Floorplan with the power grid:
The bar under the picture is 200 um long. Pins as bars on the die edge.
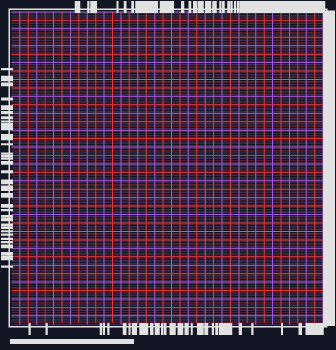
Cell classes on the final placement:
Fill, decap, tap and diode cells in gray.
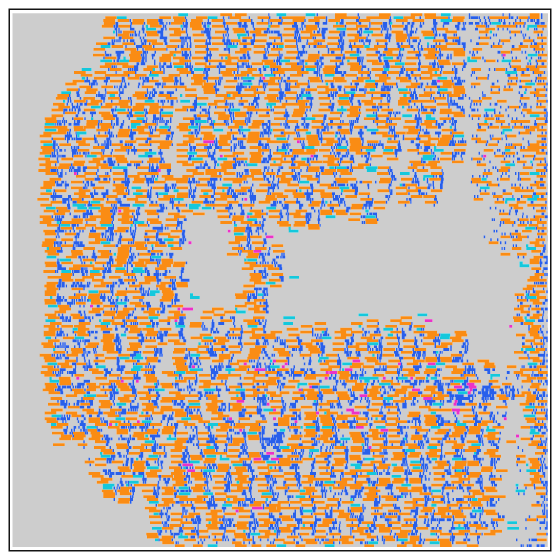
Clock distribution:
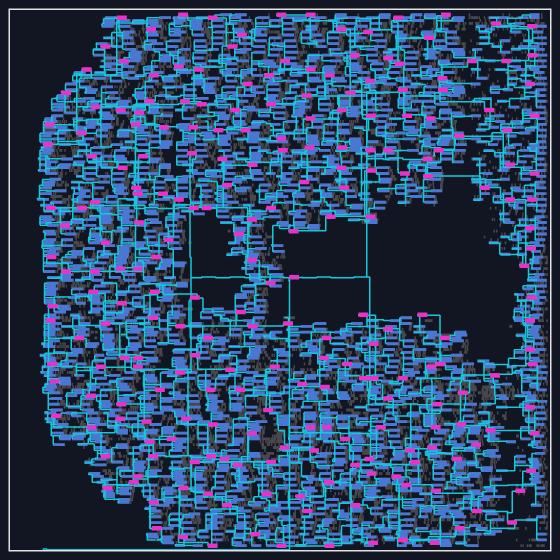
Signal wires by layer:
The bar under the picture is 200 um long. Two of the layers only.
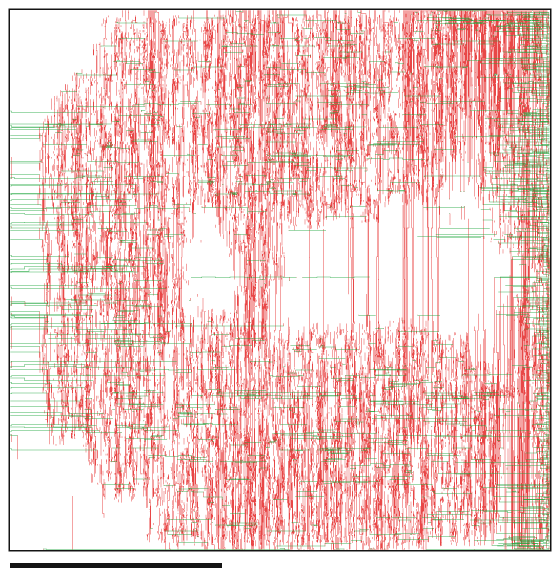
$ cat config.mk
export PLATFORM = sky130hd
export DESIGN_NAME = aes_round_key_cache
export DESIGN_NICKNAME = d
export VERILOG_FILES = /design/src/rtl/aes_round_key_cache.sv
export SDC_FILE = /design/constraint.sdc
export NUM_CORES = 2
export LEC_CHECK = 0
export ABC_AREA = 1
export ABC_CLOCK_PERIOD_IN_PS = 9500
export CAP_MARGIN = 20
export CORE_MARGIN = 2
export CORE_UTILIZATION = 40
export CTS_CLUSTER_SIZE = 25
export DETAILED_ROUTE_END_ITERATION = 6
export DONT_BUFFER_PORTS = 1
export PLACE_DENSITY = 0.58
export SETUP_SLACK_MARGIN = 0.1
export SYNTH_ARGS = -nofsm -noshare
export SYNTH_HDL_FRONTEND = slang
export SYNTH_SLANG_ARGS = --single-unit
$ cat constraint.sdc
create_clock -name CLK -period 9.5 [get_ports CLK]
set_clock_uncertainty 0.1 [all_clocks]
set_input_delay 1.425 -clock CLK [delete_from_list [all_inputs] [get_ports CLK]]
set_output_delay 1.425 -clock CLK [all_outputs]
set_load 0.02 [all_outputs]
$ cat src/rtl/aes_round_key_cache.sv
// Round-key cache: drives key_expansion through one full schedule and keeps all
// Nr+1 round keys in a local register file for random, forward or inverse reads.
module aes_round_key_cache #(
    parameter int unsigned MAX_KEYS = 15,
    parameter int unsigned IDX_W    = 4
) (
    input  logic               CLK,
    input  logic               RST_N,
    input  logic               start,
    input  logic [1:0]         mode,
    input  logic [255:0]       key,
    output logic               exp_load,
    output logic               exp_revers,
    output logic [1:0]         exp_mode,
    output logic [255:0]       exp_key,
    input  logic [127:0]       exp_round_key,
    input  logic [4:0]         exp_round,
    output logic               busy,
    output logic               keys_valid,
    input  logic               rd_en,
    input  logic               rd_inverse,
    input  logic [IDX_W-1:0]   rd_idx,
    output logic [127:0]       rd_key,
    output logic               rd_valid,
    output logic               err
);

    typedef enum logic [1:0] {
        ST_IDLE,
        ST_LOAD,
        ST_FILL,
        ST_DONE
    } state_e;

    state_e             state_q;
    logic [1:0]         mode_q;
    logic [255:0]       key_q;
    logic [IDX_W-1:0]   cnt_q;
    logic               desync_q;
    logic               exp_load_q;
    logic               busy_q;
    logic               keys_valid_q;
    logic [127:0]       rd_key_q;
    logic               rd_valid_q;
    logic               err_q;
    logic [127:0]       mem_q [MAX_KEYS];

    logic [IDX_W-1:0]   nr;
    logic               can_start;
    logic               start_ok;
    logic               start_bad;
    logic               rd_ok;
    logic               rd_bad;
    logic [IDX_W-1:0]   rd_phys;
    logic               desync_hit;

    // Last round index for the latched key size
    function automatic logic [IDX_W-1:0] nr_of(input logic [1:0] m);
        case (m)
            2'd0:    nr_of = IDX_W'(10);
            2'd1:    nr_of = IDX_W'(12);
            default: nr_of = IDX_W'(14);
        endcase
    endfunction

    always_comb begin
        nr         = nr_of(mode_q);
        can_start  = (state_q == ST_IDLE) || (state_q == ST_DONE);
        start_ok   = start && can_start && (mode != 2'd3);
        start_bad  = start && can_start && (mode == 2'd3);
        rd_ok      = rd_en && (state_q == ST_DONE) && (rd_idx <= nr);
        rd_bad     = rd_en && !rd_ok;
        rd_phys    = rd_inverse ? (nr - rd_idx) : rd_idx;
        desync_hit = (state_q == ST_FILL) && (exp_round != 5'(cnt_q));
    end

    // Control FSM with registered outputs
    always_ff @(posedge CLK or negedge RST_N) begin
        if (!RST_N) begin
            state_q      <= ST_IDLE;
            mode_q       <= 2'd0;
            key_q        <= '0;
            cnt_q        <= '0;
            desync_q     <= 1'b0;
            exp_load_q   <= 1'b0;
            busy_q       <= 1'b0;
            keys_valid_q <= 1'b0;
            rd_key_q     <= '0;
            rd_valid_q   <= 1'b0;
            err_q        <= 1'b0;
        end else begin
            exp_load_q <= 1'b0;
            rd_valid_q <= 1'b0;
            err_q      <= start_bad | rd_bad;

            if (rd_ok) begin
                rd_key_q   <= mem_q[rd_phys];
                rd_valid_q <= 1'b1;
            end else if (rd_bad) begin
                rd_key_q   <= '0;
            end

            case (state_q)
                ST_IDLE, ST_DONE: begin
                    if (start_ok) begin
                        mode_q       <= mode;
                        key_q        <= key;
                        desync_q     <= 1'b0;
                        exp_load_q   <= 1'b1;
                        busy_q       <= 1'b1;
                        keys_valid_q <= 1'b0;
                        state_q      <= ST_LOAD;
                    end
                end
                ST_LOAD: begin
                    cnt_q   <= '0;
                    state_q <= ST_FILL;
                end
                ST_FILL: begin
                    cnt_q <= cnt_q + IDX_W'(1);
                    // Report only the first mismatch of a fill; the write happens regardless
                    if (desync_hit) begin
                        desync_q <= 1'b1;
                        if (!desync_q) begin
                            err_q <= 1'b1;
                        end
                    end
                    if (cnt_q == nr) begin
                        busy_q       <= 1'b0;
                        keys_valid_q <= 1'b1;
                        state_q      <= ST_DONE;
                    end
                end
                default: state_q <= ST_IDLE;
            endcase
        end
    end

    // Register file has no reset; contents only matter once a fill completes
    always_ff @(posedge CLK) begin
        if (state_q == ST_FILL) begin
            mem_q[cnt_q] <= exp_round_key;
        end
    end

    assign exp_load   = exp_load_q;
    assign exp_revers = 1'b0;
    assign exp_mode   = mode_q;
    assign exp_key    = key_q;
    assign busy       = busy_q;
    assign keys_valid = keys_valid_q;
    assign rd_key     = rd_key_q;
    assign rd_valid   = rd_valid_q;
    assign err        = err_q;

endmodule

==> flow_metrics.tcl <==
# collected from the flow reports
set metrics [dict create \
    die-area_um2 259000 \
    setup_tns_ps 0 \
    ys_cells 11200 \
    ant_nets 0 \
    cts_tree "done" \
    post_cts_buffers 0 \
    fp_util 0.402 \
    synth_area_per_cell_um2 9.15 \
    synth_area_um2 102000 \
    cts_resized 0 \
    fin_ws_ps 3840 \
    cap_violations 0 \
    crit_type "in -> reg" \
    cp_cell_sequence "buf_16 -> buf_16 -> fa_1 -> nand2_1 -> nand2_1 -> nand2_1 -> nand2_4 -> buf_4 -> buf_4 -> nand2_1 -> nand2_1 -> nand2_1 -> nand3_1 -> nand2_1" \
    status "finished, violations left" \
    crit_path_start_kind "primary input" \
    root_buffer "clkbuf_16" \
    buffer_ports.inserted 0 \
    crit_slowest_cell "buf_4" \
    path_clk_slew_ps 60 \
    placed_cell_area_um2 105000 \
    cts_num_sinks 2318 \
    ys_seq_elements 2318 \
    slew_viol_final 173 \
    holdBufCountCts 0 \
    critPathTopFamily "buffers and inverters" \
    hold_violations 0 \
    fin_nets 11400 \
    grt_max_degree 899 \
    path_buffers 4 \
    min_period_over_period 0.596 \
    crit_path_end_kind "flip-flop" \
    dp_hpwl_mm 169 \
    p_per_area_nw_per_um2 247 \
    crit_fanout 267 \
    layout.cells.most_common "nand2_1" \
    lay_top_cells "nand2_1, edfxtp_1, inv_1" \
    fp_nets 11600 \
    hold_path.class "in -> async" \
    failed_checks "slew limit" \
    area_growth_pct 11.2 \
    cts_buffers 239 \
    drc 0 \
    synthCells 11200 \
    antenna_found_initial 50 \
    critPathArrivalTime_ps 6290 \
    dr.first_iter.drc_count 5692 \
    setup_viol 0 \
    synth-seq-area-share 0.663 \
    p_leak_nw 54.9 \
]
## Picture notes: 'floorplan with the power grid'
Key: VSS = purple; VDD = red
37 straps on met5. 792 signal pins sit on the boundary. The core has 185 rows.
Die Width: 509 um
peak supply drop: 172 uV
Core ar.: 254,000 um2
die height: 509 um

## Picture notes: 'cell classes on the final placement'
Key: combinational and other logic = blue [cells 8,339]; flops = orange [cells 2,318]; clock drivers and dummy loads = cyan [cells 459]; other buffers and delay cells = magenta [cells 79]
Seq/total area: 0.596
fin area: 113,000 um2
# rows: 185
Final Core Density: 0.447

## Picture notes: 'clock distribution'
Key: flip-flops = blue [count 2,318]; clock drivers = magenta [count 239]; clock wires = cyan [length 28.1 mm]
There are 240 routed clock nets. Position of the flops: spread over the die.
Latency at later pin: 890 ps
Clk power: 9.71 mW
Clock power frac: 0.347

## Picture notes: 'signal wires by layer'
Key: metal 2 = red [wire length 150 mm]; metal 3 = green [wire length 25.3 mm]
via count: 69.5k
post-DR wirelength/cell: 21.4 um
total track usage: 0.237
final WL: 313 mm

-- cells in the mapped netlist --
| master | count | share of area |
|---|---|---|
| nand2_1 | 6194 | 0.23 |
| edfxtp_1 | 1920 | 0.57 |
| inv_1 | 1816 | 0.067 |
| dfrtp_1 | 398 | 0.098 |
| buf_2 | 320 | 0.016 |
| nand3_1 | 137 | 0.0067 |
| nand3b_1 | 129 | 0.0095 |
| clkbuf_1 | 127 | 0.0047 |
| buf_1 | 37 | 0.0014 |
| nor2_1 | 28 | 0.0010 |
| buf_4 | 12 | 0.00088 |
| ha_1 | 10 | 0.0012 |
| o21ai_0 | 8 | 0.00039 |
| a21oi_1 | 7 | 0.00034 |
| nor3_1 | 2 | 0.000098 |
| clkinv_1 | 1 | 0.000037 |
| conb_1 | 1 | 0.000037 |
| fa_1 | 1 | 0.00020 |
| inv_2 | 1 | 0.000037 |
| nand4_1 | 1 | 0.000061 |
| o211a_1 | 1 | 0.000098 |
| o21ai_2 | 1 | 0.000086 |
| xnor2_1 | 1 | 0.000086 |
-- stage by stage --
step | instances | util
2_1_floorplan | 11200 | -
3_3_place_gp | 14100 | 0.413
3_5_place_dp | 14100 | 0.413
4_1_cts | 14600 | 0.446
5_1_grt | 14600 | 0.447
6_report | 14600 | 0.447
-- cell type report --
cell class                 count  area, um2
clock buffer                 350       6900
tap                         3366       4210
inverter                    1818       6850
multi-input combinational   6521      25500
antenna                       25       62.6
sequential                  2318      67600
fill                       23600     140000
clock inverter               109       1370
timing repair buffer          79        981
-- power by group --
group	internal, mW	switching (mW)	leakage (nW)
sequential	12.0	1.82	22.4
clock	5.65	4.06	4.02
combinational	1.11	3.35	28.5
total	18.8	9.23	54.9
-- logic make-up after synthesis --
| group | synth area share |
|---|---|
| other | 0.0000368 |
| adder cells (fa/ha/maj) | 0.00142 |
| buffers and inverters | 0.0895 |
| AND/OR/NAND/NOR | 0.245 |
| flip-flops | 0.663 |
| AND-OR/OR-AND | 0.000920 |
| XOR/XNOR | 0.0000859 |
-- state kept, by name, summed over array words and instances (netlist names) --
register / flops
rd_valid: 1
exp_mode: 2
desync_q: 1
state_q: 2
exp_key: 256
err: 1
rd_key: 128
keys_valid: 1
cnt_q: 4
busy: 1
exp_load: 1
mem_q: 1920
-- worst register-to-register path: stages, from the launching register on --
cell and delay [ps]:
dfrtp_1 610, inv_1 140, nor2_1 660, inv_1 110
ha_1 330, nand2_1 60, nand2_1 130, nand3b_1 130
nand2_4 440, buf_4 520, buf_4 530, buf_4 890
nand2_1 180, nand3_1 120, nand2_1 70
-- path summary, 6_finish.rpt --
check | startpoint | end | slack [ps]
worst max-delay path | rd_idx[0] | rd_key[67] | 3840
worst min-delay path | RST_N | exp_key[122] | 130
worst max register to register | exp_mode[0] | rd_key[83] | 4330
worst min register to register | desync_q | desync_q | 430
max in group asynchronous | RST_N | rd_key[44] | 7720
min in group CLK | desync_q | desync_q | 430
-- layer usage --
metal,vias to the layer above,GRT usage,wire length (um)
li1,33400,-,-
met1,33200,0.275,119000
met2,2283,0.398,150000
met3,616,0.0633,25300
met4,12,0.130,17600
met5,-,0,82
Power and IR drop assume default switching activity.
